==> images/flops_by_reg.png <==
Other sequential cells in the stronger grey, the rest of the logic in the fainter grey.
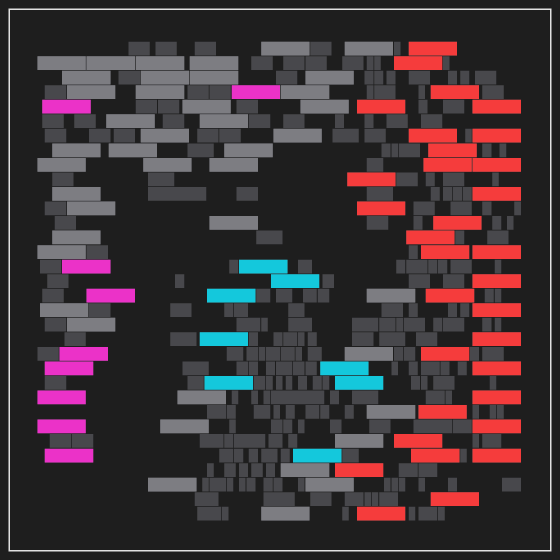
==> images/layer_met1.png <==
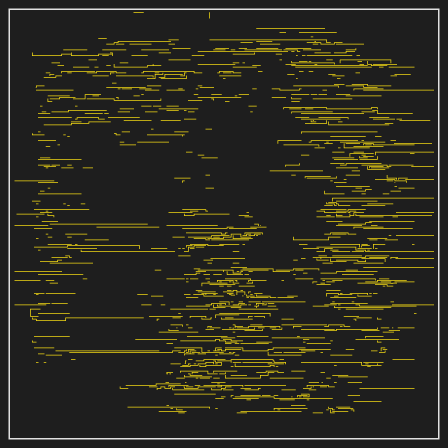
==> images/io_fan.png <==
The bar under the picture is 20 µm long.
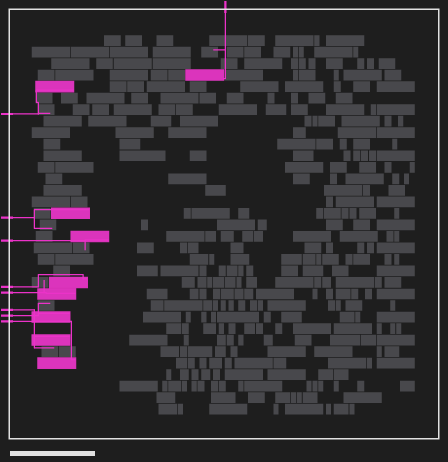
==> images/clk_routes.png <==
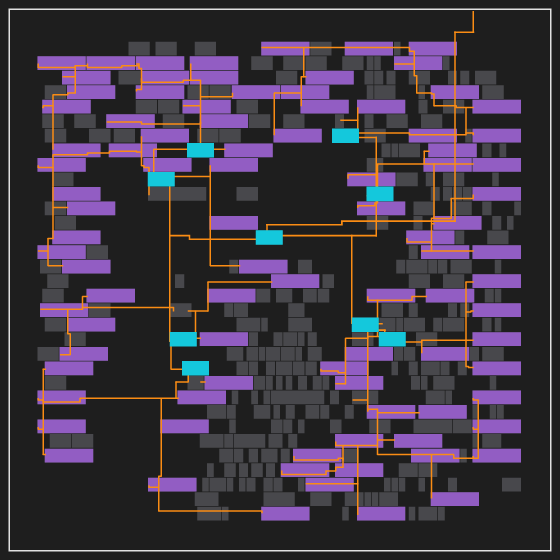
File: src/rtl/mem_pkg.sv
// Shared encodings for the load/store path: size codes, RW codes,
// fault codes and the sequencer state type.
package mem_pkg;

  localparam logic [1:0] SIZE_B = 2'b00;
  localparam logic [1:0] SIZE_H = 2'b01;
  localparam logic [1:0] SIZE_W = 2'b10;

  localparam logic RW_READ  = 1'b1;
  localparam logic RW_WRITE = 1'b0;

  localparam logic [1:0] FLT_NONE    = 2'b00;
  localparam logic [1:0] FLT_ALIGN   = 2'b01;
  localparam logic [1:0] FLT_TIMEOUT = 2'b10;

  typedef enum logic [1:0] {
    ST_IDLE  = 2'b00,
    ST_ISSUE = 2'b01,
    ST_WAIT  = 2'b10,
    ST_RESP  = 2'b11
  } state_t;

  // True for any request that must not reach the RAM: odd halfword,
  // non-word-aligned word, or the reserved size code.
  function automatic logic is_misaligned(input logic [1:0] size,
                                         input logic [1:0] adr_lo);
    logic bad;
    bad = 1'b0;
    case (size)
      SIZE_B:  bad = 1'b0;
      SIZE_H:  bad = adr_lo[0];
      SIZE_W:  bad = (adr_lo != 2'b00);
      default: bad = 1'b1;
    endcase
    return bad;
  endfunction

endpackage

File: src/rtl/mem_access_ctrl_load_extend.sv
// Sign/zero extension of raw RAM read data according to access size.
// Kept standalone so the writeback mux can share it.
module load_extend
  import mem_pkg::*;
#(
  parameter int DATA_W = 32
) (
  input  logic [1:0]        size,
  input  logic              sgn,
  input  logic [DATA_W-1:0] raw,
  output logic [DATA_W-1:0] ext
);

  // Pick the live bits and fill the rest with zero or the sign bit
  always_comb begin
    ext = raw;
    case (size)
      SIZE_B:  ext = {{(DATA_W-8){sgn & raw[7]}}, raw[7:0]};
      SIZE_H:  ext = {{(DATA_W-16){sgn & raw[15]}}, raw[15:0]};
      default: ext = raw;
    endcase
  end

endmodule

File: src/rtl/mem_access_ctrl.sv
// Load/store sequencer in front of the byte-addressed RAM. One request
// at a time: alignment check, RAM handshake with timeout, extended load
// data and a one-cycle done pulse with a fault code.
module mem_access_ctrl
  import mem_pkg::*;
#(
  parameter int ADDR_W         = 9,
  parameter int DATA_W         = 32,
  parameter int TIMEOUT_CYCLES = 16
) (
  input  logic              clk,
  input  logic              rst_n,
  input  logic              req_valid,
  output logic              req_ready,
  input  logic              req_load,
  input  logic [1:0]        req_size,
  input  logic              req_signed,
  input  logic [ADDR_W-1:0] req_addr,
  input  logic [DATA_W-1:0] req_wdata,
  output logic              ram_en,
  output logic              ram_rw,
  output logic [ADDR_W-1:0] ram_adr,
  output logic [DATA_W-1:0] ram_data,
  output logic [1:0]        ram_size,
  input  logic [DATA_W-1:0] ram_out,
  input  logic              ram_finished,
  output logic [DATA_W-1:0] rdata,
  output logic              done,
  output logic [1:0]        fault
);

  // Counter value at which the wait is abandoned; the check looks at the
  // incremented value so ram_en stays high for exactly TIMEOUT_CYCLES.
  localparam logic [7:0] TO_LAST = 8'(TIMEOUT_CYCLES - 1);

  state_t            state;
  logic [7:0]        cnt;
  logic              sgn_q;
  logic [DATA_W-1:0] ext_data;

  load_extend #(.DATA_W(DATA_W)) u_ext (
    .size (ram_size),
    .sgn  (sgn_q),
    .raw  (ram_out),
    .ext  (ext_data)
  );

  assign req_ready = (state == ST_IDLE);

  // Request sequencing: accept, drive the RAM, wait for finished or timeout, respond
  always_ff @(posedge clk or negedge rst_n) begin
    if (!rst_n) begin
      state    <= ST_IDLE;
      cnt      <= '0;
      sgn_q    <= 1'b0;
      ram_en   <= 1'b0;
      ram_rw   <= 1'b0;
      ram_adr  <= '0;
      ram_data <= '0;
      ram_size <= '0;
      rdata    <= '0;
      done     <= 1'b0;
      fault    <= FLT_NONE;
    end else begin
      done <= 1'b0;
      case (state)
        ST_IDLE: begin
          if (req_valid) begin
            if (is_misaligned(req_size, req_addr[1:0])) begin
              state <= ST_RESP;
              done  <= 1'b1;
              fault <= FLT_ALIGN;
              rdata <= '0;
            end else begin
              state    <= ST_ISSUE;
              ram_en   <= 1'b1;
              ram_rw   <= req_load ? RW_READ : RW_WRITE;
              ram_adr  <= req_addr;
              ram_data <= req_wdata;
              ram_size <= req_size;
              sgn_q    <= req_signed;
            end
          end
        end
        ST_ISSUE: begin
          cnt   <= '0;
          state <= ST_WAIT;
        end
        ST_WAIT: begin
          // finished is tested first so it wins a tie with the timeout
          if (ram_finished) begin
            ram_en <= 1'b0;
            state  <= ST_RESP;
            done   <= 1'b1;
            fault  <= FLT_NONE;
            rdata  <= (ram_rw == RW_READ) ? ext_data : '0;
          end else if ((cnt + 8'd1) == TO_LAST) begin
            ram_en <= 1'b0;
            state  <= ST_RESP;
            done   <= 1'b1;
            fault  <= FLT_TIMEOUT;
            rdata  <= '0;
          end else begin
            cnt <= cnt + 8'd1;
          end
        end
        ST_RESP: begin
          state <= ST_IDLE;
        end
        default: begin
          state  <= ST_IDLE;
          ram_en <= 1'b0;
        end
      endcase
    end
  end

endmodule

File: config.mk
export PLATFORM = sky130hd
export DESIGN_NAME = mem_access_ctrl
export DESIGN_NICKNAME = d
export VERILOG_FILES = /design/src/rtl/mem_pkg.sv /design/src/rtl/mem_access_ctrl_load_extend.sv /design/src/rtl/mem_access_ctrl.sv
export SDC_FILE = /design/constraint.sdc
export NUM_CORES = 1
export LEC_CHECK = 0
export CAP_MARGIN = 5
export CORE_MARGIN = 5
export CORE_UTILIZATION = 50
export CTS_BUF_LIST = sky130_fd_sc_hd__clkbuf_4 sky130_fd_sc_hd__clkbuf_8
export CTS_CLUSTER_SIZE = 8
export DETAILED_ROUTE_END_ITERATION = 6
export DONT_BUFFER_PORTS = 1
export PLACE_DENSITY = 0.76
export RECOVER_POWER = 100
export SLEW_MARGIN = 10
export SYNTH_ARGS = -nofsm -noshare
export SYNTH_HDL_FRONTEND = slang
export SYNTH_SLANG_ARGS = --single-unit
File: constraint.sdc
create_clock -name clk -period 3.23 [get_ports clk]
set_input_delay 0.323 -clock clk [delete_from_list [all_inputs] [get_ports clk]]
set_output_delay 0.323 -clock clk [all_outputs]
set_load 0.02 [all_outputs]
==> impl_metrics.ini <==
; physical design summary
[setup_path]
cp.arrival_ns = 2.89
cp_cell_sequence = inv_1, ha_1, clkbuf_1, and2_0, o221ai_1, o21ai_0, o21ai_4, buf_12, mux2_1
cp_slowest_cell = dfrtp_1
end_kind = register
path_class = register to register
crit_path_start_kind = register

[cts]
clock_sinks = 91
tritoncts = yes
cts_buffer_depth = 2
clk_pin_slew_worst_paths_ns = 0.10
htree_levels = 3

[yosys]
ys_seq_share_pct = 54.9
ys_types = 39
syn_area_um2 = 4150
ff_type = dfrtp_1
area_leaders = dfrtp_1, mux2_2, mux2_4
ys.flops = 91
synthCells = 334
ys_chip_area_um2 = 4150
top_area_share_pct = 54.9
synth-edff-count = 0

[placed_design]
port_buffers = 0
dp_slack_ns = 0.851
dpl-instance-area_um2 = 4250
dp.cells = 429
gp_congestion = 0.804
dp_hpwl_um = 6570

[drt]
via_per_inst = 5.62
drt_iter0_drc = 151
drc = 0

[global_routing]
grt_max_degree = 92
grt_pass1_vias = 2671
antenna_found_initial = 0
grt_pass1_wl_um = 14100
grt_util_all_layers_pct = 17.3

[power]
total_power_mw = 4.15
peakVddDrop_mv = 0.515
power_leakage_nw = 2.07

[final_timing]
period_needed_ns = 2.66
slew_viol_final = 92
setup_tns_ns = 0
rsz0062_at_grt = no
finalSetupViolCount = 0
tightest_slew_ns = 2.20
finalHoldViolCount = 0
fmax_mhz = 376
finalWorstSetupSlack_ns = 0.567
hold_slack_ns = 0.0930

[layout]
lay_top_count = dfrtp_1
stdcell_area_um2 = 4380
post_layout_nonfiller_instances = 447
final_nets = 423
drive_above_1_share_pct = 21.1
diodes = 0

[worst_hold_path]
hold_class = input port to register

[floorplan]
io_pins = 162
die_h_um = 101
coreArea_um2 = 8130
chip_area_um2 = 10200

[job]
drv_cap = 1

[outcome]
status = finished, violations left
violations = capacitance limit, slew limit
About flops_by_reg.png:
colour	netlist name	sequential cells
red	rdata	32
magenta	ram_adr	9
cyan	cnt	8
P_seq: 2.34 mW
sequential cell area: 2280 µm²
Seq/total area: 51.9%
final core occ: 53.9%

About layer_met1.png:
main direction	horizontal
longest straight run	27.6 µm
Total Routed Length: 8940 µm
met1 usage: 21.1%
Vias: 2512

About io_fan.png:
colour	port	direction	edge	end cells	buffers	wire
magenta	ram_adr	output	8 left, 1 top	9	0	205 µm

About clk_routes.png:
[purple] flip-flops | count: 91
[cyan] clock drivers | count: 9
[orange] clock wires | length: 1030 µm
routed clock nets	10
clock network fraction of design power: 19.2%
clk_skew: 0.0142 ns
Clock net power: 0.794 mW
clk_lat worst skew: 0.35 ns

==> sequential cells by signal, summed over array words and instances (netlist names) <==
signal and cells:
cnt 8, ram_adr 9, rdata 32, fault 2, ram_data 32, ram_en 1, ram_size 2, state 2
sgn_q 1, done 1, ram_rw 1
==> synthesized netlist by cell type (2+ instances only) <==
| cell type | n |
|---|---|
| nand3b_1 | 2 |
| nand2_1 | 15 |
| o211ai_1 | 3 |
| buf_6 | 4 |
| nand3_1 | 7 |
| nand2b_1 | 4 |
| inv_1 | 31 |
| a31o_2 | 2 |
| xnor2_1 | 2 |
| mux2i_1 | 9 |
| dfrtp_1 | 91 |
| a31oi_1 | 2 |
| a21oi_1 | 31 |
| mux2_4 | 21 |
| o22ai_1 | 2 |
| mux2_2 | 48 |
| nor3_1 | 4 |
| o21ai_1 | 2 |
| clkbuf_1 | 11 |
| o21ai_0 | 16 |
| nor2_1 | 5 |
| ha_1 | 5 |
==> critical path, delay by kind of cell (launching register included) <==
family,cells,cell delay [ns]
buffers and inverters,3,0.69
AOI/OAI and AO/OA,3,0.70
muxes,1,0.33
DFF,1,0.39
adders and majority gates,1,0.15
and+or+nand+nor,1,0.28
==> final cells by class <==
class | count | area, µm²
clock inverter | 6 | 72.6
tap | 105 | 131
clock buffer | 10 | 138
fill | 693 | 3750
timing repair buffer | 7 | 51.3
multi-input combinational | 197 | 1600
inverter | 31 | 116
sequential | 91 | 2280
==> cell families (layout without fill, tap and decap cells) <==
group | count (synthesis) | count (layout) | share of synthesized area [%]
AND-OR/OR-AND | 70 | 70 | 10.5
XOR/XNOR | 2 | 2 | 0.423
adder cells (fa/ha/maj) | 5 | 5 | 1.51
buffers and inverters | 46 | 54 | 4.89
flip-flops | 91 | 91 | 54.9
multiplexers | 78 | 78 | 22.8
AND/OR/NAND/NOR | 42 | 42 | 4.92
==> final timing paths <==
kind | startpoint | to | slack [ns] | cells past startpoint
setup reg to reg | state[0] | rdata[26] | 0.57 | 9
setup / recovery | state[0] | rdata[26] | 0.57 | 9
min in group asynchronous | rst_n | rdata[3] | 1.14 | 2
max in group asynchronous | rst_n | cnt[3] | 0.77 | 2
hold / removal | ram_out[2] | rdata[2] | 0.09 | 2
hold reg to reg | sgn_q | sgn_q | 0.54 | 1
==> timing repair <==
item	4_1_cts	5_1_grt
setup buffers	0	0
gates resized	0	0
endpoints found under the setup margin	0	0
endpoints found under the hold margin	91	0
hold buffers	2	0
==> metal layers <==
| layer | track usage, % | routed length (µm) | vias to the layer above | part of all wire (%) |
|---|---|---|---|---|
| met5 | 0 | 0 | - | 0 |
| met4 | 5.62 | 144 | 0 | 1.6 |
| met3 | 7.27 | 927 | 14 | 10 |
| met2 | 27.7 | 4360 | 112 | 49 |
| met1 | 21.1 | 3510 | 1225 | 39 |
| li1 | - | - | 1161 | - |
==> where the power goes <==
part | internal, mW | total (mW) | switching, mW
clock network | 0.389 | 0.794 | 0.406
logic | 0.497 | 1.02 | 0.519
registers | 1.54 | 2.34 | 0.794
total | 2.43 | 4.15 | 1.72
No activity file was given, so power comes from the tool's default toggle rates.
